[src/rtl/memc_arbiter_if.sv]
// -----------------------------------------------------------------------------
// memc_arbiter_if
//   Request/response bundle for one memc_arbiter client port.
//   master : the requesting client (CPU bus or loader/debug port)
//   slave  : the arbiter side
//   Signals:
//     req      level request, held until done
//     wr       1 = write, 0 = read; sampled with the grant
//     addr     transaction address; sampled with the grant
//     wr_data  write data; sampled with the grant
//     gnt      one-cycle pulse, request accepted
//     done     one-cycle pulse, transaction complete
//     rd_data  last read data returned to this port, held between reads
// -----------------------------------------------------------------------------
interface memc_arbiter_if #(
    parameter int DATA_WIDTH = 8,
    parameter int ADDR_WIDTH = 12
);
    logic                  req;
    logic                  wr;
    logic [ADDR_WIDTH-1:0] addr;
    logic [DATA_WIDTH-1:0] wr_data;
    logic                  gnt;
    logic                  done;
    logic [DATA_WIDTH-1:0] rd_data;

    modport master (
        output req, wr, addr, wr_data,
        input  gnt, done, rd_data
    );

    modport slave (
        input  req, wr, addr, wr_data,
        output gnt, done, rd_data
    );
endinterface

[src/rtl/memc_arbiter.sv]
// -----------------------------------------------------------------------------
// memc_arbiter
//   Two-port round-robin arbiter and sequencer in front of memc. Port 0 is the
//   CPU bus, port 1 the loader/debug port. Single-byte reads/writes are issued
//   one at a time as a one-cycle enable strobe, the fixed memc latency is
//   waited out, then read data and a done pulse go back to the winning port.
//   Ports:
//     arb_clk         clock, rising edge
//     arb_reset       asynchronous active-low reset
//     p0, p1          client ports (memc_arbiter_if.slave)
//     memc_busy       memc not ready; blocks new grants (sampled in IDLE only)
//     memc_rd_enable  one-cycle read strobe
//     memc_wr_enable  one-cycle write strobe
//     memc_addr       latched transaction address
//     memc_wr_data    latched write data
//     memc_rd_data    read data from memc
// -----------------------------------------------------------------------------
module memc_arbiter #(
    parameter int DATA_WIDTH = 8,
    parameter int ADDR_WIDTH = 12,
    parameter int RD_LAT     = 3,
    parameter int WR_LAT     = 2
) (
    input  logic                  arb_clk,
    input  logic                  arb_reset,
    memc_arbiter_if.slave         p0,
    memc_arbiter_if.slave         p1,
    input  logic                  memc_busy,
    output logic                  memc_rd_enable,
    output logic                  memc_wr_enable,
    output logic [ADDR_WIDTH-1:0] memc_addr,
    output logic [DATA_WIDTH-1:0] memc_wr_data,
    input  logic [DATA_WIDTH-1:0] memc_rd_data
);

    localparam int MAX_LAT = (RD_LAT > WR_LAT) ? RD_LAT : WR_LAT;
    localparam int CNT_W   = $clog2(MAX_LAT) + 1;

    typedef enum logic [1:0] {IDLE, ISSUE, WAIT, DONE} state_t;

    state_t                state_q;
    state_t                state_d;
    logic                  win_q;
    logic                  last_q;
    logic                  wr_q;
    logic [ADDR_WIDTH-1:0] addr_q;
    logic [DATA_WIDTH-1:0] wdata_q;
    logic [CNT_W-1:0]      cnt_q;
    logic [DATA_WIDTH-1:0] rd0_q;
    logic [DATA_WIDTH-1:0] rd1_q;

    logic                  grant;
    logic                  sel;
    logic                  sel_wr;
    logic [ADDR_WIDTH-1:0] sel_addr;
    logic [DATA_WIDTH-1:0] sel_wdata;

    // Arbitration: a lone requester wins; on a tie the port that did not win
    // last time goes first, which makes two held requests alternate.
    always_comb begin
        grant     = (state_q == IDLE) && !memc_busy && (p0.req || p1.req);
        sel       = (p0.req && p1.req) ? ~last_q : p1.req;
        sel_wr    = sel ? p1.wr      : p0.wr;
        sel_addr  = sel ? p1.addr    : p0.addr;
        sel_wdata = sel ? p1.wr_data : p0.wr_data;
    end

    // State register
    always_ff @(posedge arb_clk or negedge arb_reset) begin
        if (!arb_reset) begin
            state_q <= IDLE;
        end else begin
            state_q <= state_d;
        end
    end

    // Next-state logic
    always_comb begin
        state_d = state_q;
        case (state_q)
            IDLE:    if (grant) state_d = ISSUE;
            ISSUE:   state_d = WAIT;
            WAIT:    if (cnt_q == '0) state_d = DONE;
            DONE:    state_d = IDLE;
            default: state_d = IDLE;
        endcase
    end

    // Transaction latches, latency counter and per-port read data
    always_ff @(posedge arb_clk or negedge arb_reset) begin
        if (!arb_reset) begin
            win_q   <= 1'b0;
            last_q  <= 1'b1;
            wr_q    <= 1'b0;
            addr_q  <= '0;
            wdata_q <= '0;
            cnt_q   <= '0;
            rd0_q   <= '0;
            rd1_q   <= '0;
        end else begin
            if (grant) begin
                win_q  <= sel;
                wr_q   <= sel_wr;
                addr_q <= sel_addr;
                if (sel_wr) begin
                    wdata_q <= sel_wdata;
                end
            end

            // The counter runs from LAT down to 0 inclusive, so WAIT spans
            // LAT+1 cycles and done lands LAT+2 edges after the grant edge.
            if (state_q == ISSUE) begin
                cnt_q <= wr_q ? CNT_W'(WR_LAT) : CNT_W'(RD_LAT);
            end else if (state_q == WAIT && cnt_q != '0) begin
                cnt_q <= cnt_q - 1'b1;
            end

            // Read data is captured on the edge that enters DONE.
            if (state_q == WAIT && cnt_q == '0 && !wr_q) begin
                if (win_q) begin
                    rd1_q <= memc_rd_data;
                end else begin
                    rd0_q <= memc_rd_data;
                end
            end

            if (state_q == DONE) begin
                last_q <= win_q;
            end
        end
    end

    // Output decode
    always_comb begin
        p0.gnt         = (state_q == ISSUE) && !win_q;
        p1.gnt         = (state_q == ISSUE) &&  win_q;
        p0.done        = (state_q == DONE)  && !win_q;
        p1.done        = (state_q == DONE)  &&  win_q;
        memc_rd_enable = (state_q == ISSUE) && !wr_q;
        memc_wr_enable = (state_q == ISSUE) &&  wr_q;
    end

    assign memc_addr    = addr_q;
    assign memc_wr_data = wdata_q;
    assign p0.rd_data   = rd0_q;
    assign p1.rd_data   = rd1_q;

endmodule
[src/flat_wrapper.sv]
// flat-port wrapper written by rule: the top's interface ports become plain ports
module memc_arbiter_flat 
#(
    parameter int DATA_WIDTH = 8,
    parameter int ADDR_WIDTH = 12,
    parameter int RD_LAT     = 3,
    parameter int WR_LAT     = 2
)
  (arb_clk, arb_reset, memc_busy, memc_rd_enable, memc_wr_enable, memc_addr, memc_wr_data, memc_rd_data, p0_req, p0_wr, p0_addr, p0_wr_data, p0_gnt, p0_done, p0_rd_data, p1_req, p1_wr, p1_addr, p1_wr_data, p1_gnt, p1_done, p1_rd_data);
  memc_arbiter_if #(.DATA_WIDTH(DATA_WIDTH), .ADDR_WIDTH(ADDR_WIDTH)) p0_i ();
  memc_arbiter_if #(.DATA_WIDTH(DATA_WIDTH), .ADDR_WIDTH(ADDR_WIDTH)) p1_i ();
  input  logic arb_clk;
  input  logic arb_reset;
  input  logic memc_busy;
  output logic memc_rd_enable;
  output logic memc_wr_enable;
  output logic [ADDR_WIDTH-1:0] memc_addr;
  output logic [DATA_WIDTH-1:0] memc_wr_data;
  input  logic [DATA_WIDTH-1:0] memc_rd_data;
  input wire logic [$bits(p0_i.req)-1:0] p0_req;
  input wire logic [$bits(p0_i.wr)-1:0] p0_wr;
  input wire logic [$bits(p0_i.addr)-1:0] p0_addr;
  input wire logic [$bits(p0_i.wr_data)-1:0] p0_wr_data;
  output wire logic [$bits(p0_i.gnt)-1:0] p0_gnt;
  output wire logic [$bits(p0_i.done)-1:0] p0_done;
  output wire logic [$bits(p0_i.rd_data)-1:0] p0_rd_data;
  input wire logic [$bits(p1_i.req)-1:0] p1_req;
  input wire logic [$bits(p1_i.wr)-1:0] p1_wr;
  input wire logic [$bits(p1_i.addr)-1:0] p1_addr;
  input wire logic [$bits(p1_i.wr_data)-1:0] p1_wr_data;
  output wire logic [$bits(p1_i.gnt)-1:0] p1_gnt;
  output wire logic [$bits(p1_i.done)-1:0] p1_done;
  output wire logic [$bits(p1_i.rd_data)-1:0] p1_rd_data;
  assign p0_i.req = p0_req;
  assign p0_i.wr = p0_wr;
  assign p0_i.addr = p0_addr;
  assign p0_i.wr_data = p0_wr_data;
  assign p0_gnt = p0_i.gnt;
  assign p0_done = p0_i.done;
  assign p0_rd_data = p0_i.rd_data;
  assign p1_i.req = p1_req;
  assign p1_i.wr = p1_wr;
  assign p1_i.addr = p1_addr;
  assign p1_i.wr_data = p1_wr_data;
  assign p1_gnt = p1_i.gnt;
  assign p1_done = p1_i.done;
  assign p1_rd_data = p1_i.rd_data;
  memc_arbiter #(.DATA_WIDTH(DATA_WIDTH), .ADDR_WIDTH(ADDR_WIDTH), .RD_LAT(RD_LAT), .WR_LAT(WR_LAT)) u_core (.arb_clk(arb_clk), .arb_reset(arb_reset), .p0(p0_i), .p1(p1_i), .memc_busy(memc_busy), .memc_rd_enable(memc_rd_enable), .memc_wr_enable(memc_wr_enable), .memc_addr(memc_addr), .memc_wr_data(memc_wr_data), .memc_rd_data(memc_rd_data));
endmodule
[config.mk]
export PLATFORM = sky130hd
export DESIGN_NAME = memc_arbiter_flat
export DESIGN_NICKNAME = d
export VERILOG_FILES = /design/src/rtl/memc_arbiter_if.sv /design/src/rtl/memc_arbiter.sv /design/src/flat_wrapper.sv
export SDC_FILE = /design/constraint.sdc
export NUM_CORES = 1
export LEC_CHECK = 0
export CORE_ASPECT_RATIO = 0.6
export CORE_MARGIN = 10
export CORE_UTILIZATION = 37
export CTS_CLUSTER_SIZE = 8
export DETAILED_ROUTE_END_ITERATION = 8
export MAX_ROUTING_LAYER = met4
export PLACE_DENSITY_LB_ADDON = 0.3
export SLEW_MARGIN = 15
export SYNTH_ARGS = -nofsm -noshare
export SYNTH_HDL_FRONTEND = slang
export SYNTH_SLANG_ARGS = --single-unit
[constraint.sdc]
create_clock -name arb_clk -period 1.7 [get_ports arb_clk]
set_input_delay 0.34 -clock arb_clk [delete_from_list [all_inputs] [get_ports arb_clk]]
set_output_delay 0.34 -clock arb_clk [all_outputs]
set_load 0.005 [all_outputs]
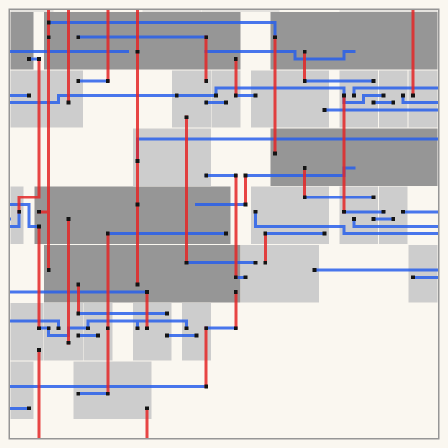
(run_1/closeup.png)
Region (78, 10) to (98, 30) µm. Cells in grey, sequential cells in the stronger grey; small squares are vias.
- M1: blue
- M2: red
- most frequent: nand2_1 (5), dfrtp_1 (5)
- netlist names of flops here include: u_core.memc_addr (5)
- sequential cells in the window: 5
- cells with their middle in the window: 21

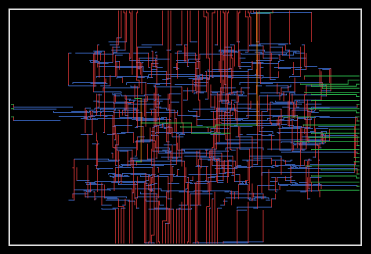
(run_1/layers.png)
Drawn at 3 px/µm.
- M3: green (wire length 409 µm)
- M2: red (wire length 2,950 µm)
- M1: blue (wire length 2,720 µm)
- M4: orange (wire length 58.5 µm)

==> job_summary.md, run 1 <==
## Implementation flow summary

| Metric | Value |
|---|---|
| Leftover overflow at the end of global routing | 0 |
| Total cell area reported by yosys after synthesis | 2080 µm² |
| Core Region | around 5500 µm² |
| Fraction of the core area occupied by cells at floorplan | 0.378 |
| Mean area per synthesized cell | about 12 µm² |
| Worst r2r path cells | 7 |
| Half-perimeter wire length of the detailed placement result | approximately 4.7 mm |
| Warning count from the yosys run | 0 |
| Worst-Skew Late Latency | ~0.29 ns |
| Part of the cycle the worst path needs | 0.991 |
| Non-filler cells in the finished layout | between 300 and 400 |
| I/O Buffers | between 90 and 100 |
| Residual antenna-violating net count after detailed routing | 0 |
| Xor/xnor share | 0.00841 |
| Largest net degree at the start of global routing | 27 |
| Ratio of total power to cell area | 1510 nW/µm² |
| Smallest hold slack | between 0.4 and 0.5 ns |
| Logic gate fraction of the total cell area | 0.302 |
| Worst-path fanout max | 8 |
| Resized Gates After CTS | 15 |
| TritonCTS sink count | about 44 |
| Final non-clock buffer share | 0.325 |
| Dominant logic cell type in the layout | clkdlybuf4s50_1 |
| Hold-critical path endpoint | u_core.memc_addr[2]$_DFFE_PN0P_ |
| Min Tclk post-route | 1.69 ns |
| TritonCTS Buffers | 5 |
| Cell total after placement | 346 |
| Count of inserted antenna diode cells | 0 |
| Class of the tightest hold or removal check | flop to flop |
| Non-CTS buffers | 119 |
| Number of sequential cells in the layout | about 44 |
| Horizontal die dimension | ~120 µm |
| Layout clock buffer count | 7 |
| Worst setup SP type | flop |
| Placement-stage cell area | roughly 3200 µm² |
| Headroom to the max-slew limit | 0.707 |
| Number of logged tool warnings | 32 |
| Highest attainable clock frequency | around 600 MHz |
| Pre-Repair DR Iteration Count | 4 |
| Area fraction in and, or, nand and nor cells after synthesis | 0.105 |
| Syn Std Cell Area | around 2100 µm² |
| Sequential area share after synthesis | 0.529 |
| Worst hold stages | 2 |
| Number of multi-input logic gates | 114 |
| Fraction of synthesized area in multiplexers | 0.165 |
| WL final | about 6.1 mm |
| Count of mapped cells out of synthesis | around 170 |
| Most frequent cells in the layout | 89 x clkdlybuf4s50_1, 42 x dfrtp_1, 19 x o21ai_0 |
| Transition time at the pin with the least slew margin | between 0.4 and 0.5 ns |
| Number of buffers inserted by hold repair at cts | 1 |
| Portion of the layout cell area used by clock cells | 0.0275 |
| Hold wc startpoint | u_core.memc_addr[2]$_DFFE_PN0P_ |
| Post-place setup slack | -0.0848 ns |
| Inverter count | 5 |
| Leakage power figure | around 1.5 nW |
| First-pass GRT wire length | roughly 9.5 mm |
| Unrepaired setup endpoints after global routing | yes |
| Startpoint of the worst setup timing path | u_core.state_q[0]$_DFFE_PN0P_ |
| Clock input transition at the sequential cells of the worst setup and hold paths | ~0.08 ns |
| Max clock buf depth | 2 |
| Origin of the critical flop-to-flop path | u_core.state_q[0]$_DFFE_PN0P_ |
| Slew Limit Fails | 0 |
| Area Overhead vs Synth | 68.2% |
| Post-Syn Nets | between 200 and 250 |
| Remaining design rule violation count | 0 |
| Final setup margin | around 0.015 ns |
| Area of all placed cells without fillers | between 3000 and 4000 µm² |
| Max H-tree Level | 2 |
| Yosys adder share | 0.0360 |
| Detail-routed via count per cell | 4.82 |
| Number of well taps | 69 |
| Final worst clock skew | 0.00228 ns |
| Number of top-level pins | a little under 100 |
| Initial antenna violation count | 0 |
| Crit. End Element | flop |
| Crit path DRT | 1.88 ns |
| Area of the chip | roughly 9100 µm² |
| Compound-gate portion of the synthesized area | 0.115 |
| Cell class ranked first by area | buffers |
| Fraction of standard cell area that is sequential | 0.315 |
| Worst Path Arrival | around 1.9 ns |
| Setup fix buffers added after clock tree synthesis | 1 |
| Reg2reg end | u_core.p0.rd_data[0]$_DFFE_PN0P_ |
| Weighted congestion at the end of routability-driven global placement | about 0.76 |
| Die H | 78.1 µm |
| Filler cells | between 400 and 500 |
| Number of flip-flops under the largest register name | 12 |
| Sequential cell area | about 1100 µm² |
| Synthesis-stage register bit count | between 40 and 50 |
| Via count of the first global-routing pass | roughly 1,800 |
| Netlist cell types | 33 |
| Total power | approximately 0.0053 W |
| Max_cap viols | 0 |
| # setup viols final | 0 |
| Prevailing logic family in the synthesized netlist | multiplexers |
| Final-layout setup total negative slack | 0 ns |
| Comb area | around 1100 µm² |
| CTS tree | done |
| Reg2reg setup slack | 0.01 ns |
| Worst ir drop on vdd | 0.480 mV |
| Total vias in the final route | roughly 1,700 |
| Result of the run | completed |
| Fraction of final layout cells with drive strength greater than 1 | 0.273 |
| Violation count after the first detailed-routing iteration | between 60 and 70 |
| Nets | between 300 and 400 |
| Post-synthesis cell count from yosys | roughly 170 |
| Fraction of the core area covered by cells at the end of the flow | 0.635 |
| Clock root buffer | clkbuf_8 |
| Number of standard-cell rows in the floorplan | 21 |
| Hold violation total from the final report | 0 |
| Critical setup path kind | flop to flop |
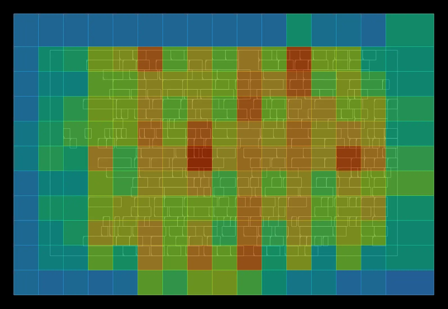
(run_1/congestion_map.png)
total global-route track usage: 0.133
average routed wire per standard cell: 17.2 µm
global routing met2 resource utilization: 0.205

-- run 1: cells in the mapped netlist, drive strengths merged --
cell	instances	share of area
dfrtp	43	0.52
o21ai	21	0.052
mux2	19	0.10
nand2	15	0.028
mux2i	13	0.062
a2bb2oi	8	0.034
nand3b	8	0.029
ha	6	0.036
buf	5	0.027
inv	5	0.0090
nor2	4	0.011
and2	3	0.0090
clkbuf	3	0.0054
a21boi	2	0.013
a21oi	2	0.0048
and2b	2	0.0072
nor2b	2	0.0060
a21o	1	0.0036
dfstp	1	0.013
nand2b	1	0.0066
nand3	1	0.0024
nor3b	1	0.0060
o211ai	1	0.0036
o22a	1	0.0042
xnor2	1	0.0042
xor2	1	0.0042
-- run 1: metal layers --
layer  wire length (µm)  track usage
met5                  0            -
met4                 58       0.0405
met3                409       0.0304
met2               2950        0.205
met1               2720        0.169
-- run 1: critical path: stages (launching register included) --
cell and delay (ns):
dfrtp_2 0.44, buf_6 0.13, inv_6 0.06, ha_4 0.12
nor3b_4 0.18, and2b_1 0.20, buf_12 0.15, mux2_4 0.30
-- run 1: how the worst max path moves through the flow --
stage	to	slack (ns)	cells after the start
2_1_floorplan	u_core.p0.rd_data[0]$_DFFE_PN0P_	0.09	7
3_3_place_gp	u_core.memc_addr[0]$_DFFE_PN0P_	-0.02	5
3_5_place_dp	u_core.memc_addr[3]$_DFFE_PN0P_	-0.08	5
4_1_cts	u_core.p0.rd_data[0]$_DFFE_PN0P_	-0.11	7
5_1_grt	u_core.p0.rd_data[3]$_DFFE_PN0P_	-0.04	7
6_report	u_core.p0.rd_data[0]$_DFFE_PN0P_	0.01	7
-- run 1: power by group --
part	switching, W	total, W	internal (W)
Clock	0.000328	0.000690	0.000362
Sequential	0.000326	0.00188	0.00156
Combinational	0.000990	0.00273	0.00174
==> run_1/ff_map.png <==
Drawn at 4 px/µm. Other sequential cells in the stronger grey, the rest of the logic in the fainter grey.
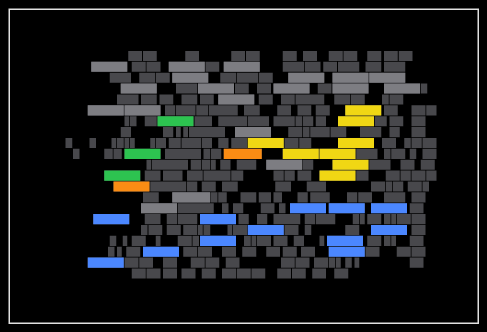

==> inputs of run 2 (changes only) <==
--- a/config.mk
+++ b/config.mk
@@ -11,7 +11,7 @@
 export CTS_CLUSTER_SIZE = 8
 export DETAILED_ROUTE_END_ITERATION = 8
 export MAX_ROUTING_LAYER = met4
-export PLACE_DENSITY_LB_ADDON = 0.3
+export PLACE_DENSITY = 0.76
 export SLEW_MARGIN = 15
 export SYNTH_ARGS = -nofsm -noshare
 export SYNTH_HDL_FRONTEND = slang
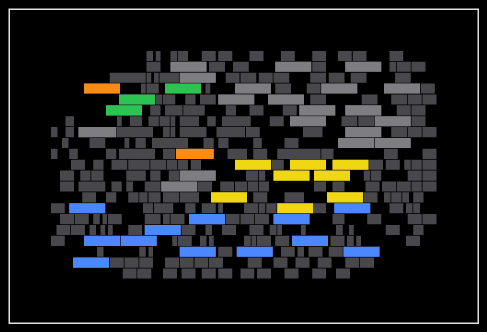
(run_2/ff_map.png)
Drawn at 4 px/µm. Other sequential cells in the stronger grey, the rest of the logic in the fainter grey.
- u_core.cnt_q: green (placed flops 3)
- u_core.memc_addr: blue (placed flops 12)
- u_core.state_q: orange (placed flops 2)
- u_core.memc_wr_data: yellow (placed flops 8)
- not coloured: 19
fraction of standard cell area that is sequential: 0.320
Flop+latch power: 0.00188 W
sequential cell area: 1100 µm²
fraction of the core area covered by cells at the end of the flow: 0.624

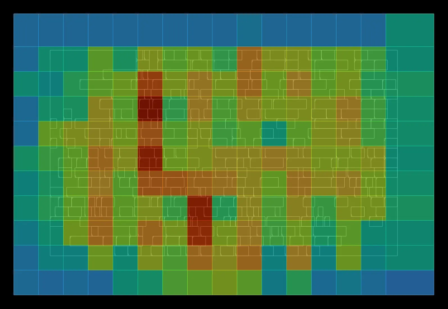
(run_2/congestion_map.png)
total global-route track usage: 0.130
most utilized layer in the global route result: met2
global routing met2 resource utilization: 0.201

==> run 2 against run 1 <==
  * Combinational power decreased by 6%
  * Area after synthesis unchanged
  * Non-clock buffer count unchanged
  * Sequential power barely moved
  * Synthesized cell count unchanged
  * Design area decreased by 1.7%
  * Sequential share of layout area rose by 0.54 points
  * Largest cell class unchanged
==> job_summary.md, run 2 <==
## Implementation flow summary

| Metric | Value |
|---|---|
| Final setup margin | around 0.033 ns |
| Detail-routed via count per cell | about 4.8 |
| Smallest hold slack | roughly 0.44 ns |
| Violation count after the first detailed-routing iteration | 39 |
| Class of the tightest hold or removal check | primary input to asynchronous set/reset pin |
| Initial antenna violation count | 0 |
| Met3 WL | between 500 and 600 µm |
| Remaining design rule violation count | 0 |
| Count of mapped cells out of synthesis | 170 |
| Number of synthesized flops with an enable pin | 0 |
| Crit. End Element | flop |
| Crit path DRT | approximately 1.9 ns |
| Warning count from the yosys run | 0 |
| Number of standard-cell rows in the floorplan | 21 |
| Max clock buf depth | 2 |
| Instance count on the critical path | 7 |
| Part of the cycle the worst path needs | 0.980 |
| Headroom to the max-slew limit | 0.784 |
| Proportion of netlist area held by the largest area contributor | 0.517 |
| Cell-by-cell trace of the critical path | inv_1, ha_2, nand2b_4, nor3b_4, and2b_1, buf_12, mux2_2 |
| Leakage power figure | approximately 1.5 nW |
| Routed wl met2 | roughly 2.8 mm |
| Non-filler cells in the finished layout | around 360 |
| Worst path bufs/invs | 2 |
| Crit path max-delay cell type | dfrtp_1 |
| Top cells by instance count after synthesis | 43 x dfrtp_1, 20 x o21ai_0, 19 x mux2_2 |
| Inverter count | 5 |
| Worst r2r path cells | 7 |
| Die H | ~80 µm |
| Setup fix buffers added after clock tree synthesis | 0 |
| First-pass GRT wire length | roughly 9.2 mm |
| Met3 track utilization from global routing | 0.0448 |
| Fraction of final layout cells with drive strength greater than 1 | 0.262 |
| Mean area per synthesized cell | approximately 12 µm² |
| Cell types occupying the most area after synthesis | dfrtp_1 52%, mux2_2 10%, mux2i_1 6.2%, o21ai_0 4.8%, ha_1 3.6% |
| Leftover overflow at the end of global routing | 0 |
| Number of logged tool warnings | 31 |
| Filler cells | about 450 |
| Nets | approximately 350 |
| Worst-Skew Late Latency | approximately 0.31 ns |
| Total cell area reported by yosys after synthesis | 2080 µm² |
| Synthesis-stage register bit count | between 40 and 50 |
| Min Tclk post-route | between 1.5 and 2 ns |
| Residual antenna-violating net count after detailed routing | 0 |
| Final worst clock skew | around 0.006 ns |
| Final-layout setup total negative slack | 0 ns |
| Clock root buffer | clkbuf_8 |
| Number of sequential cells in the layout | between 40 and 50 |
| Predominant post-synthesis flop cell | dfrtp_1 |
| I/O Buffers | around 96 |
| Critical setup path kind | flop to flop |
| Critical path's top delay family | simple AND/OR/NAND/NOR gates |
| Total power | approximately 0.0053 W |
| Max H-tree Level | 2 |
| Transition time at the pin with the least slew margin | 0.318 ns |
| Horizontal die dimension | between 100 and 150 µm |
| Sequential area share after synthesis | 0.529 |
| Portion of the layout cell area used by clock cells | 0.0334 |
| Syn Std Cell Area | around 2100 µm² |
| Cell class ranked first by area | buffers |
| Core Region | about 5500 µm² |
| Non-CTS buffers | about 120 |
| Slew Limit Fails | 0 |
| Result of the run | completed |
| Count of inserted antenna diode cells | 0 |
| CTS tree | done |
| TritonCTS sink count | about 44 |
| Most instantiated library cell after synthesis | dfrtp_1 |
| Highest metal layer used by the detailed router | met4 |
| Post-synthesis cell count from yosys | ~170 |
| # setup viols final | 0 |
| Area of all placed cells without fillers | around 3400 µm² |
| Final non-clock buffer share | 0.330 |
| TritonCTS Buffers | 5 |
| Max_cap viols | 0 |
| Largest net degree at the start of global routing | 25 |
| WL final | around 6.1 mm |
| Average routed wire per standard cell | between 15 and 20 µm |
| Dominant logic cell type in the layout | clkdlybuf4s50_1 |
| Netlist cell types | 33 |
| Hold violation total from the final report | 0 |
| Clock input transition at the sequential cells of the worst setup and hold paths | 0.09 ns |
| Number of flip-flops under the largest register name | 12 |
| Area Overhead vs Synth | 65.4% |
| Half-perimeter wire length of the detailed placement result | approximately 4.8 mm |
## run 2: netlist changes by cell type in the layout (fill, tap and decap cells not counted), moves of 2 or more
cell / before / now
mux2_2: 11 / 18
a2bb2oi_2: 5 / 0
clkbuf_8: 7 / 5
a2bb2oi_1: 3 / 8
mux2_4: 8 / 1
## run 2: power by group
| group | leakage, nW | switching (W) | internal (W) |
|---|---|---|---|
| Clock | 0.0548 | 0.000394 | 0.000443 |
| Sequential | 0.530 | 0.000328 | 0.00156 |
| Combinational | 0.910 | 0.000911 | 0.00166 |
| Total | 1.49 | 0.00163 | 0.00366 |
## run 2: cells by family (layout without fill, tap and decap cells)
logic type | after synthesis | in the layout | share of synthesized area
XOR/XNOR | 2 | 2 | 0.00841
flip-flops | 44 | 44 | 0.529
adder cells (fa/ha/maj) | 6 | 6 | 0.0360
AND/OR/NAND/NOR | 37 | 38 | 0.105
AND-OR/OR-AND | 36 | 36 | 0.115
multiplexers | 32 | 32 | 0.165
buffers and inverters | 13 | 132 | 0.0414
## run 2: path summary, 6_finish.rpt
kind                                                      start                          endpoint  slack, ns
worst min-delay path                                  arb_reset  u_core.p1.rd_data[2]$_DFFE_PN0P_       0.44
min in group arb_clk            u_core.memc_addr[4]$_DFFE_PN0P_   u_core.memc_addr[4]$_DFFE_PN0P_       0.49
max in group asynchronous                             arb_reset         u_core.last_q$_DFFE_PN1N_       0.71
worst max-delay path                u_core.cnt_q[1]$_DFFE_PN0P_  u_core.p0.rd_data[4]$_DFFE_PN0P_       0.03
worst min register to register  u_core.memc_addr[4]$_DFFE_PN0P_   u_core.memc_addr[4]$_DFFE_PN0P_       0.49
worst max register to register      u_core.cnt_q[1]$_DFFE_PN0P_  u_core.p0.rd_data[4]$_DFFE_PN0P_       0.03
Power figures rest on the tool's default switching activity, not on a simulated workload.
